$ cat config.mk
export PLATFORM = sky130hd
export DESIGN_NAME = mobility_accum
export DESIGN_NICKNAME = d
export VERILOG_FILES = /design/src/rtl/mobility_accum.sv
export SDC_FILE = /design/constraint.sdc
export NUM_CORES = 1
export LEC_CHECK = 0
export CORE_MARGIN = 2
export CORE_UTILIZATION = 45
export CTS_BUF_LIST = sky130_fd_sc_hd__clkbuf_4
export CTS_CLUSTER_SIZE = 14
export DETAILED_ROUTE_END_ITERATION = 8
export MAX_ROUTING_LAYER = met4
export PLACE_DENSITY = 0.7
export SLEW_MARGIN = 20
export SYNTH_ARGS = -nofsm -noshare
export SYNTH_HDL_FRONTEND = slang
export SYNTH_SLANG_ARGS = --single-unit
$ cat constraint.sdc
create_clock -name clk -period 4.65 [get_ports clk]
set_input_delay 0.93 -clock clk [delete_from_list [all_inputs] [get_ports clk]]
set_output_delay 0.93 -clock clk [all_outputs]
set_load 0.02 [all_outputs]
$ cat src/rtl/mobility_accum.sv
// rtl/mobility_accum.sv - weighted mobility accumulator aligned to the popcount pipeline
// Optional saturation of the accumulator: MOBILITY_SAT_EN.
module mobility_accum #(
  parameter int         POP_LATENCY = 5,
  parameter int         ACC_W       = 16,
  parameter logic [7:0] W_PAWN      = 8'd1,
  parameter logic [7:0] W_KNIGHT    = 8'd4,
  parameter logic [7:0] W_BISHOP    = 8'd3,
  parameter logic [7:0] W_ROOK      = 8'd2,
  parameter logic [7:0] W_QUEEN     = 8'd1,
  parameter logic [7:0] W_KING      = 8'd0
) (
  input  logic                    clk,
  input  logic                    reset,
  input  logic                    start,
  input  logic                    in_valid,
  input  logic                    in_side,
  input  logic [2:0]              in_piece,
  input  logic                    in_last,
  input  logic [5:0]              population,
  output logic                    busy,
  output logic signed [ACC_W-1:0] score,
  output logic                    score_valid
);

  typedef enum logic [1:0] {IDLE, ACCUM, DRAIN, DONE} state_t;

  state_t state, state_next;

  logic [POP_LATENCY-1:0]       pipe_valid, pipe_side, pipe_last;
  logic [POP_LATENCY-1:0][2:0]  pipe_piece;
  logic                         restart, tag_valid;
  logic                         out_valid, out_side, out_last;
  logic [2:0]                   out_piece;
  logic [7:0]                   weight;
  logic [13:0]                  prod;
  logic                         acc_upd, finish;
  logic signed [ACC_W-1:0]      acc, acc_step;

  // start outside DONE aborts whatever is in flight
  assign restart   = start && (state != DONE);
  assign tag_valid = in_valid && (state == ACCUM) && !start;

  assign out_valid = pipe_valid[POP_LATENCY-1];
  assign out_side  = pipe_side[POP_LATENCY-1];
  assign out_last  = pipe_last[POP_LATENCY-1];
  assign out_piece = pipe_piece[POP_LATENCY-1];

  always_ff @(posedge clk or posedge reset) begin
    if (reset) begin
      pipe_valid <= '0;
      pipe_side  <= '0;
      pipe_last  <= '0;
      pipe_piece <= '0;
    end else begin
      pipe_valid <= restart ? '0 : {pipe_valid[POP_LATENCY-2:0], tag_valid};
      pipe_side  <= {pipe_side[POP_LATENCY-2:0], in_side};
      pipe_last  <= {pipe_last[POP_LATENCY-2:0], in_last};
      pipe_piece <= {pipe_piece[POP_LATENCY-2:0], in_piece};
    end
  end

  always_comb begin
    weight = 8'd0;
    case (out_piece)
      3'd0:    weight = W_PAWN;
      3'd1:    weight = W_KNIGHT;
      3'd2:    weight = W_BISHOP;
      3'd3:    weight = W_ROOK;
      3'd4:    weight = W_QUEEN;
      3'd5:    weight = W_KING;
      default: weight = 8'd0;
    endcase
  end

  assign prod    = {8'd0, population} * {6'd0, weight};
  assign acc_upd = out_valid && ((state == ACCUM) || (state == DRAIN));
  assign finish  = (state == DRAIN) && !start && acc_upd && out_last;

`ifdef MOBILITY_SAT_EN
  localparam int EW = ((ACC_W > 14) ? ACC_W : 14) + 2;
  localparam logic signed [EW-1:0] SAT_MAX = EW'((64'sd1 <<< (ACC_W - 1)) - 64'sd1);
  localparam logic signed [EW-1:0] SAT_MIN = ~SAT_MAX;

  logic signed [EW-1:0] acc_ext, prod_ext, sum;

  assign acc_ext  = EW'(acc);
  assign prod_ext = EW'(prod);
  assign sum      = out_side ? (acc_ext - prod_ext) : (acc_ext + prod_ext);

  always_comb begin
    acc_step = sum[ACC_W-1:0];
    if (sum > SAT_MAX)      acc_step = SAT_MAX[ACC_W-1:0];
    else if (sum < SAT_MIN) acc_step = SAT_MIN[ACC_W-1:0];
  end
`else
  assign acc_step = out_side ? (acc - ACC_W'(prod)) : (acc + ACC_W'(prod));
`endif

  always_ff @(posedge clk or posedge reset) begin
    if (reset) begin
      acc   <= '0;
      score <= '0;
    end else begin
      if (restart)      acc <= '0;
      else if (acc_upd) acc <= acc_step;
      // score is captured as DONE is entered so it is valid with the pulse
      if (finish)       score <= acc_step;
    end
  end

  always_ff @(posedge clk or posedge reset) begin
    if (reset) state <= IDLE;
    else       state <= state_next;
  end

  always_comb begin
    state_next = state;
    case (state)
      IDLE:  if (start) state_next = ACCUM;
      ACCUM: begin
        if (start)                     state_next = ACCUM;
        else if (in_valid && in_last)  state_next = DRAIN;
      end
      DRAIN: begin
        if (start)       state_next = ACCUM;
        else if (finish) state_next = DONE;
      end
      DONE:    state_next = IDLE;
      default: state_next = IDLE;
    endcase
  end

  assign busy        = (state != IDLE);
  assign score_valid = (state == DONE);

endmodule

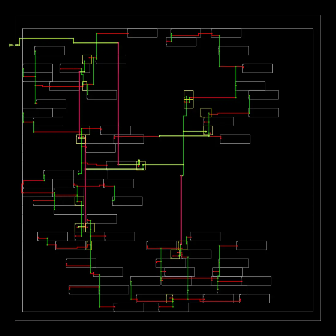
Fig. 1. Clock routing.
Worst Skew: 0.00735 ns
Power Clock: 0.315 mW
clk_lat worst skew: 0.40 ns
CLK BUF: 10
seq_cells: 64

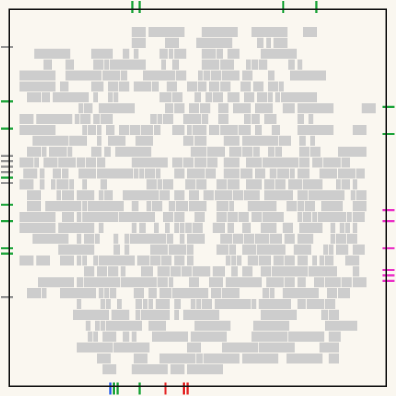
Fig. 2. Pin map.
Scale: 4 px per µm. Pins as bars across the die edge, other pins in gray.
`in_piece`: marked red, pins 3, direction input, edge south. `in_side`: marked blue, pins 1, direction input, edge south. `score`: marked green, pins 16, direction output, edge 7 west, 4 north, 3 south, 2 east. `population`: marked magenta, pins 6, direction input, edge east.
All pins by edge: 14 west, 8 east, 7 south, 4 north.

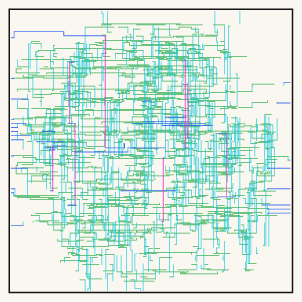
Fig. 3. Metal layers overlaid.
Scale: 3 px per µm.
metal 4: marked magenta, wire length 189 µm. metal 1: marked green, wire length 3950 µm. metal 3: marked blue, wire length 283 µm. metal 2: marked cyan, wire length 3750 µm.

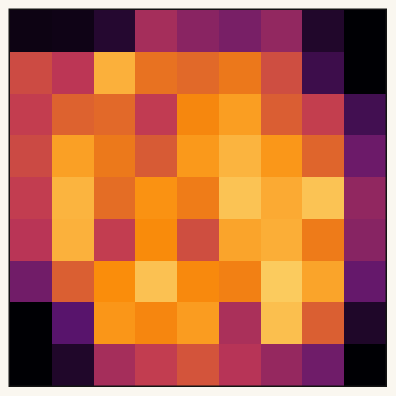
Fig. 4. Cell area per tile.
Scale: 4 px per µm. 9 x 9 tiles, from black (low) to pale yellow (high), 0 to 100% covered.
6.2% of the tiles are nearly empty. The densest ninth of the die: center. The emptiest ninth of the die: north-east. The fullest tile reaches 89%.

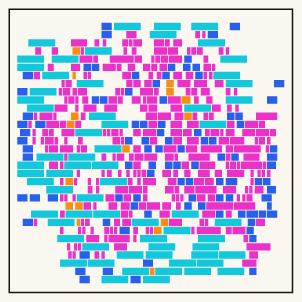
Fig. 5. Cell classes on the final placement.
Scale: 3 px per µm.
clock drivers and dummy loads: marked orange, cells 16, share of their area 2.4%. flops: marked cyan, cells 64, share of their area 34%. other buffers and delay cells: marked blue, cells 95, share of their area 17%. combinational and other logic: marked magenta, cells 297, share of their area 47%.

==> flow_summary_export.csv <==
group,metric,value,unit
run_status,outcome,"finished, violations left",
run_status,violations,"negative setup slack",
synth,mux_share,0.860,%
clock_tree,clk_pin_slew,0.11,ns
power,ir_drop,0.232,mV
critical_path,crit_top_cell,"o21a_1",
synth,yosys.cell_types.count,48,
power,switching_power,0.464,mW
finish,top_regs,"acc: 16 flops, score: 16 flops, pipe_piece: 12 flops",
power,pwr-share-clk,22.7,%
critical_path,start_kind,"input port",
route,dr_total_vias,3013,
critical_path,end_kind,"flop",
power,swShare,33.4,%
critical_path,cp_data_arrival_time,4.98,ns
final_timing,finalCritPeriodShare,100,%
final_timing,layout_setup_ws,-0.0230,ns
die,initCoreUtil,46.8,%
power,top_power_group,"sequential cells",
place,place_ws,-0.748,ns
synth,common_cells,"64 x dfrtp_1, 61 x nand2_1, 29 x ha_1, 23 x a21oi_1, 22 x nor2_1",
final_timing,clock.fmax,214,MHz
route,wl_met3,283,µm
power,p_leak,2.34,nW
clock_tree,cts_tree,"built",
route,dr.pass1.iters,5,
power,pwr-share-seq,43.5,%
clock_tree,cts_hold_buf,0,
global_route,grt_pass1_wl,13500,µm
synth,numSynthFlops,64,
synth,yosys_area,0.00364,mm²
finish,fin_util,62.1,%
power,combinationalPowerShare,33.8,%
die,row_count,32,
route,drc,0,
synth,aoi_share,17.8,%
power,comb-power,0.469,mW
critical_path,cpPeakStageDelay,0.49,ns
synth,adder_share,13.3,%
finish,area_delta_synth_final,32.6,%
synth,ys_async_sr_fraction,100,%
final_timing,finalSetupViolCount,2,
finish,nets,517,
power,power_density,288,mW/mm²
synth,edf_count,0,
place,io_buffers,32,
synth,yosysWarnings,0,
synth,syn_nets,421,
clock_tree,cts_made_buffers,9,
route,top_layer_used,"met4",
place,dp_hpwl,5700,µm
critical_path,crit_slowest_cell,"fa_1",
clock_tree,cts.sinks,64,
power,internal_power,0.924,mW
synth,synth_xor_xnor_area_share,4.71,%
cells by family after synthesis:
| group | count (synthesis) |
|---|---|
| buffers and inverters | 27 |
| DFF | 64 |
| xor gates and xnor gates | 18 |
| AOI/OAI and AO/OA | 95 |
| and+or+nand+nor | 129 |
| muxes | 3 |
| adders and majority gates | 35 |
worst max-delay path, delay by kind of cell:
| kind | cells | cell delay (ns) |
|---|---|---|
| buffers and inverters | 3 | 0.67 |
| adder cells (fa/ha/maj) | 3 | 1.08 |
| XOR/XNOR | 1 | 0.22 |
| AND/OR/NAND/NOR | 1 | 0.08 |
| AND-OR/OR-AND | 10 | 1.99 |
final timing paths:
| check | startpoint | to | depth (start not counted) |
|---|---|---|---|
| worst max-delay path | population[5] | score[11] | 18 |
| worst min-delay path | pipe_piece[5] | pipe_piece[8] | 0 |
| worst max register to register | out_piece[2] | score[11] | 20 |
| worst min register to register | pipe_piece[5] | pipe_piece[8] | 0 |
| max in group asynchronous | reset | pipe_side[4] | 3 |
| min in group asynchronous | reset | score[2] | 2 |
layout make-up:
type	instances	share of cell area (%)
Clock buffer	10	1.56
Multi-Input combinational cell	280	44.1
Inverter	17	1.32
Timing Repair Buffer	95	16.5
Clock inverter	6	0.752
Sequential cell	64	33.2
Tap cell	102	2.65
layout by cell type, fill, tap and decap left out, types with 5 or more instances in the layout:
master,instances
clkdlybuf4s50_1,27
xnor2_1,10
nor3_1,7
nor2_1,19
a21oi_1,18
ha_1,26
buf_4,61
nand2_1,60
dfrtp_1,64
o21a_1,5
a21oi_2,5
a41o_2,6
clkbuf_4,10
and2_1,11
a21o_1,8
inv_1,16
xor2_1,6
o21ai_0,16
per-layer routing:
metal	GRT usage (%)	vias up
met5	-	-
met4	9.18	0
met3	2.97	17
met2	30.4	60
met1	27.1	1448
li1	-	1488
Power and IR drop assume default switching activity.
